[src/rtl/stopwatch_time_counter.sv]
// MM:SS up/down BCD stopwatch counter with idle/run/pause/done run control and prescaled tick.
// Build option SW_WRAP_EN: up count wraps 59:59 -> 00:00 and keeps running instead of stopping in DONE.
module stopwatch_time_counter #(
  parameter int unsigned TICK_DIV = 100,
  parameter int unsigned TENS_MAX = 5
) (
  input  logic       CLK,
  input  logic       RSTn,
  input  logic       start,
  input  logic       stop,
  input  logic       clear,
  input  logic       Op,
  input  logic       load,
  input  logic [7:0] ld_min,
  input  logic [7:0] ld_sec,
  output logic [3:0] sec_u,
  output logic [3:0] sec_t,
  output logic [3:0] min_u,
  output logic [3:0] min_t,
  output logic [3:0] Qmax,
  output logic [3:0] Qmin,
  output logic       running,
  output logic       done
);

  localparam int unsigned PW = $clog2(TICK_DIV);
  localparam logic [PW-1:0] PRESC_LAST = PW'(TICK_DIV - 1);
  localparam logic [3:0] UMAX = 4'd9;
  localparam logic [3:0] TMAX = 4'(TENS_MAX);
  localparam logic [3:0][3:0] MAXV = {TMAX, UMAX, TMAX, UMAX};

  typedef enum logic [1:0] {S_IDLE, S_RUN, S_PAUSE, S_DONE} state_t;

  state_t            state_q, state_n;
  logic [PW-1:0]     presc_q, presc_n;
  logic [3:0][3:0]   dig_q, dig_n;
  logic [3:0][3:0]   up_dig, dn_dig, ld_dig;
  logic              carry_up, carry_dn;
  logic              all_max, all_zero;
  logic              up_hold, up_last, start_term;
  logic              running_n, done_n;

  // Digit index 0..3 = sec_u, sec_t, min_u, min_t; odd digits are tens.
  function automatic logic [3:0] dmax(input int k);
    dmax = ((k % 2) != 0) ? TMAX : UMAX;
  endfunction

  always_comb begin
    for (int k = 0; k < 4; k++) begin
      Qmax[k] = (dig_q[k] == dmax(k));
      Qmin[k] = (dig_q[k] == 4'd0);
    end
  end

  assign all_max  = &Qmax;
  assign all_zero = &Qmin;

  // Ripple chain: a digit steps when every lower digit is at its wrap point.
  always_comb begin
    carry_up = 1'b1;
    carry_dn = 1'b1;
    up_dig   = dig_q;
    dn_dig   = dig_q;
    for (int k = 0; k < 4; k++) begin
      if (carry_up) up_dig[k] = Qmax[k] ? 4'd0 : dig_q[k] + 4'd1;
      if (carry_dn) dn_dig[k] = Qmin[k] ? dmax(k) : dig_q[k] - 4'd1;
      carry_up = carry_up & Qmax[k];
      carry_dn = carry_dn & Qmin[k];
    end
  end

  always_comb begin
    ld_dig[0] = (ld_sec[3:0] > UMAX) ? UMAX : ld_sec[3:0];
    ld_dig[1] = (ld_sec[7:4] > TMAX) ? TMAX : ld_sec[7:4];
    ld_dig[2] = (ld_min[3:0] > UMAX) ? UMAX : ld_min[3:0];
    ld_dig[3] = (ld_min[7:4] > TMAX) ? TMAX : ld_min[7:4];
  end

`ifdef SW_WRAP_EN
  assign up_hold = 1'b0;
  assign up_last = 1'b0;
`else
  assign up_hold = all_max;
  assign up_last = (up_dig == MAXV);
`endif

  assign start_term = Op ? up_hold : all_zero;

  // Next-state, prescaler and digit update; clear > load > stop > start.
  always_comb begin
    state_n = state_q;
    presc_n = presc_q;
    dig_n   = dig_q;
    if (clear) begin
      state_n = S_IDLE;
      presc_n = '0;
      dig_n   = '0;
    end else if (load && (state_q != S_RUN)) begin
      dig_n = ld_dig;
      if (state_q == S_DONE) state_n = S_IDLE;
    end else begin
      case (state_q)
        S_RUN: begin
          if (stop) begin
            state_n = S_PAUSE;
          end else if (presc_q == PRESC_LAST) begin
            presc_n = '0;
            if (Op) begin
              if (up_hold) begin
                state_n = S_DONE;
              end else begin
                dig_n = up_dig;
                if (up_last) state_n = S_DONE;
              end
            end else begin
              if (all_zero) begin
                state_n = S_DONE;
              end else begin
                dig_n = dn_dig;
                if (dn_dig == '0) state_n = S_DONE;
              end
            end
          end else begin
            presc_n = presc_q + PW'(1);
          end
        end
        S_IDLE, S_DONE: begin
          if (start) begin
            if (start_term) begin
              state_n = S_DONE;
            end else begin
              state_n = S_RUN;
              presc_n = '0;
            end
          end
        end
        S_PAUSE: begin
          if (start) state_n = start_term ? S_DONE : S_RUN;
        end
        default: state_n = S_IDLE;
      endcase
    end
    running_n = (state_n == S_RUN);
    done_n    = (state_n == S_DONE) && (state_q != S_DONE);
  end

  always_ff @(posedge CLK) begin
    if (!RSTn) begin
      state_q <= S_IDLE;
      presc_q <= '0;
      dig_q   <= '0;
      running <= 1'b0;
      done    <= 1'b0;
    end else begin
      state_q <= state_n;
      presc_q <= presc_n;
      dig_q   <= dig_n;
      running <= running_n;
      done    <= done_n;
    end
  end

  assign sec_u = dig_q[0];
  assign sec_t = dig_q[1];
  assign min_u = dig_q[2];
  assign min_t = dig_q[3];

endmodule

[config.mk]
export PLATFORM = sky130hd
export DESIGN_NAME = stopwatch_time_counter
export DESIGN_NICKNAME = d
export VERILOG_FILES = /design/src/rtl/stopwatch_time_counter.sv
export SDC_FILE = /design/constraint.sdc
export NUM_CORES = 1
export LEC_CHECK = 0
export ABC_CLOCK_PERIOD_IN_PS = 4500
export CAP_MARGIN = 0
export CELL_PAD_IN_SITES_DETAIL_PLACEMENT = 0
export CELL_PAD_IN_SITES_GLOBAL_PLACEMENT = 1
export CORE_ASPECT_RATIO = 1.75
export CORE_MARGIN = 5
export CORE_UTILIZATION = 32
export DETAILED_ROUTE_END_ITERATION = 7
export MAX_ROUTING_LAYER = met4
export PLACE_DENSITY_LB_ADDON = 0.25
export SYNTH_ARGS = -nofsm -noshare
export SYNTH_HDL_FRONTEND = slang
export SYNTH_SLANG_ARGS = --single-unit
[constraint.sdc]
create_clock -name CLK -period 4.5 [get_ports CLK]
set_clock_uncertainty 0.2 [all_clocks]
set_input_delay 0.9 -clock CLK [delete_from_list [all_inputs] [get_ports CLK]]
set_output_delay 0.9 -clock CLK [all_outputs]
set_load 0.1 [all_outputs]
Close-up of the layout:
Region (44, 78) to (64, 98) um. Cells in grey, sequential cells in the stronger grey; small squares are vias.
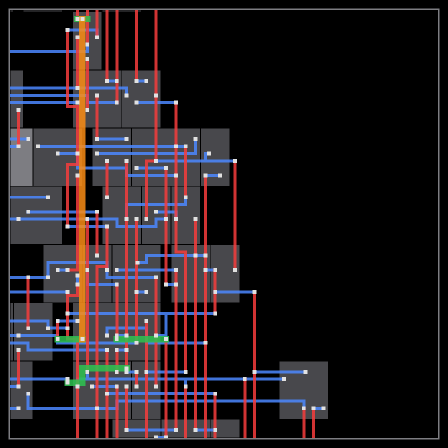
- metal 1: blue
- metal 3: green
- metal 2: red
- metal 4: orange
- most frequent: nor2_1 (4), o21ai_0 (3)
- cells with their middle in the window: 22
- sequential cells in the window: 0

Signal wires by layer:
Drawn at 6 px/um. Only two layers are drawn.
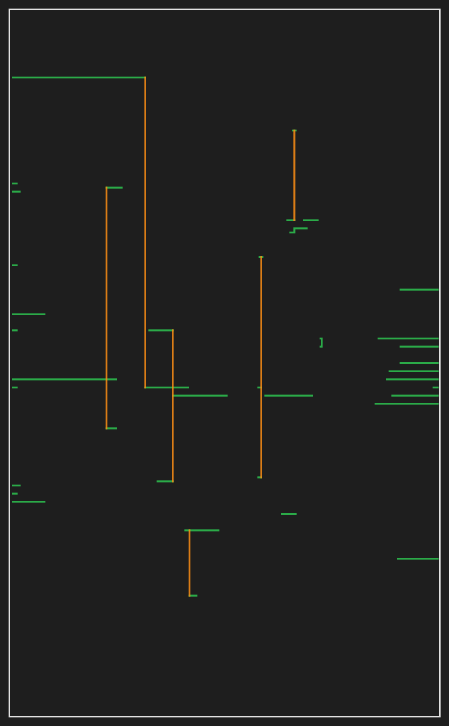
- metal 4: orange (wire length 180 um)
- metal 3: green (wire length 179 um)
All-Layer GR Usage: 16.31%
wire per inst: 16.10 um
final wirelength: 6488 um
via count: 2250

==> impl_metrics.py <==
# Generated from Yosys and OpenROAD reports
metrics = {
    "timing": {
        "drv_slew": 0,
        "hold_slack_ns": 0.3095,
        "setup_viol": 0,
        "hold_viol": 0,
        "min_period_over_period_pct": 76.07,
        "slew_headroom_pct": 32.01,
        "rsz0062_at_grt": "no",
        "fin_tns_setup_ns": 0,
        "period_needed_ns": 3.423,
        "max_freq_mhz": 292.1,
    },
    "clocking": {
        "clkLatencyLatePin_ns": 0.27,
        "clk_pin_slew_worst_paths_ns": 0.07,
        "clockRootBuffer": "clkbuf_16",
        "clk_path_buf_depth": 2,
        "cts_sinks": 27,
        "post_cts_buffers": 0,
        "htreeDepth": 1,
        "post_cts_resized": 0,
        "cts_hold_buffers": 0,
    },
    "pwr": {
        "powerDensity_nw_per_um2": 248.8,
        "peakVddDrop_v": 0.0001848,
        "report.power.total_w": 0.0006680,
    },
    "yosys": {
        "ys_sh_adder_pct": 2.952,
        "synthMuxAreaShare_pct": 0,
        "synthesis.nets": 318,
        "top_cells_by_area": "dfxtp_1 (26%), a21oi_1 (6.8%), nor2_1 (5.5%), o21ai_0 (4.7%), nand2_1 (3.4%)",
        "syn_inst": 290,
        "synthSimpleGateAreaFrac_pct": 33.18,
        "ys_sh_xor_pct": 5.785,
        "edf_count": 0,
        "ys_types": 60,
        "yosys-top-cells-count": "nor2_1 (31), a21oi_1 (29), dfxtp_1 (27)",
        "ys_area_sq_um": 2120,
        "ys_warn_count": 0,
        "top_area_share_pct": 25.50,
        "ys_cells": 290,
        "flop_cell": "dfxtp_1",
        "yosys.area.top_type": "dfxtp_1",
        "synth_seq_share_pct": 25.50,
        "compound_area_share_pct": 24.91,
        "ys_seq_elements": 27,
    },
    "job": {
        "warnings": 29,
        "maxCapViolations": 0,
    },
    "finish": {
        "final_cell_mix": "clkdlybuf4s50_1 (43), nor2_1 (31), a21oi_1 (29)",
        "utilization_pct": 41.37,
        "drive_gt1_share_pct": 7.477,
        "stdcell_area_sq_um": 2685,
        "n_antenna_cell": 0,
    },
    "detailed_routing": {
        "m1WireLength_um": 2517,
        "met2WireLength_um": 3612,
        "antenna_left": 0,
        "drtIter0Drc": 184,
        "first_pass_iters": 4,
        "wl_met3_um": 179,
        "routed.top_layer": "met4",
    },
    "setup_path": {
        "critPathKind": "reg2out",
        "path_max_fanout": 8,
        "cp.required_ns": 3.40,
        "cp-end-kind": "output port",
        "timing.rr.start": "min_u[3]$_SDFFE_PP0P_",
        "cp_num_buf_inv": 2,
        "r2r_end": "min_t[0]$_SDFFE_PP0P_",
        "cp_num_cells": 4,
        "crit_end": "Qmin[3]",
        "r2r_cells": 7,
        "cpPeakStageDelay_ns": 1.13,
        "cp_top_family": "buffers and inverters",
        "crit_chain": "nor2_1 -> nand2_1 -> inv_1 -> clkdlybuf4s50_1",
        "crit_arrival_ns": 2.32,
    },
    "placement": {
        "place_ws_ns": 1.094,
        "hpwl_um": 5048,
        "place_area_sq_um": 2603,
        "placed_cells": 399,
        "port_buffers": 48,
    },
    "die": {
        "die_h_um": 117.7,
        "core-area_sq_um": 6490,
        "fp_util_pct": 32.66,
        "ioPinCount": 49,
        "fp.dieW_um": 71.52,
    },
    "global_route": {
        "grt_first_pass_wirelength_um": 11010,
        "grtUsageMet1_pct": 16.77,
        "grtUsageMet3_pct": 1.966,
        "antenna_found_initial": 0,
        "grt_busiest_layer": "met2",
        "grt_max_degree": 20,
    },
    "hold_path": {
        "min_to": "presc_q[1]$_SDFFE_PP0P_",
        "whs_path_depth": 2,
        "hp-start": "presc_q[1]$_SDFFE_PP0P_",
        "min-delay-path-class": "reg2reg",
    },
    "outcome": {
        "outcome": "completed",
    },
}
I/O nets highlighted:
Drawn at 4 px/um.
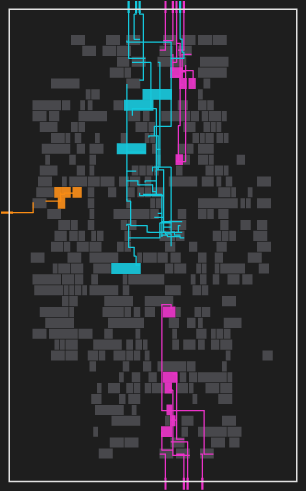
- sec_t: cyan (bits 4; direction output; edge top; end cells 4; buffers 4; wire 371 um)
- ld_min: magenta (bits 8; direction input; edge 4 bottom, 4 top; end cells 10; buffers 8; wire 262 um)
- load: orange (bits 1; direction input; edge left; end cells 4; buffers 1; wire 17.5 um)

Metal 2:
Drawn at 4 px/um. Cells faint in the background.
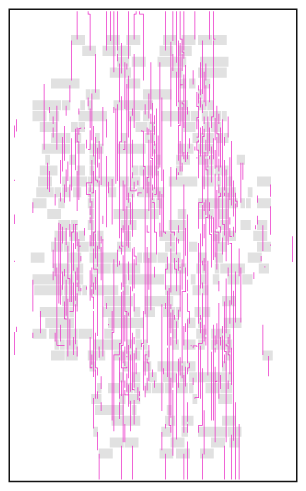
- main direction: vertical
- wire length on this layer: 3610 um
- nets with wire on the layer: 295
- longest straight run: 37.4 um
- share of all routed wire: 56%
met2 Use GR: 30.24%

## area by class of cell
type	instances	area [sq um]
clock buffers	3	75.07
flip-flops and latches	27	540.5
well taps	82	102.6
clock inverters	1	7.507
multi-input cells	226	1416
repair buffers	52	498.0
fillers	707	3805
inverters	12	45.04
## flip-flops by register name (all words and copies together), names as in the netlist
register and flops:
state_q 2, min_t 4, presc_q 7, min_u 4, done 1, running 1
sec_u 4, sec_t 4
## where the power goes
part | leakage (nW) | internal [W] | switching [W]
Combinational | 0.644 | 0.0000658 | 0.000133
Sequential | 0.219 | 0.000245 | 0.0000141
Clock | 0.0371 | 0.000121 | 0.0000896
Total | 0.900 | 0.000432 | 0.000236
Power and IR drop assume default switching activity.
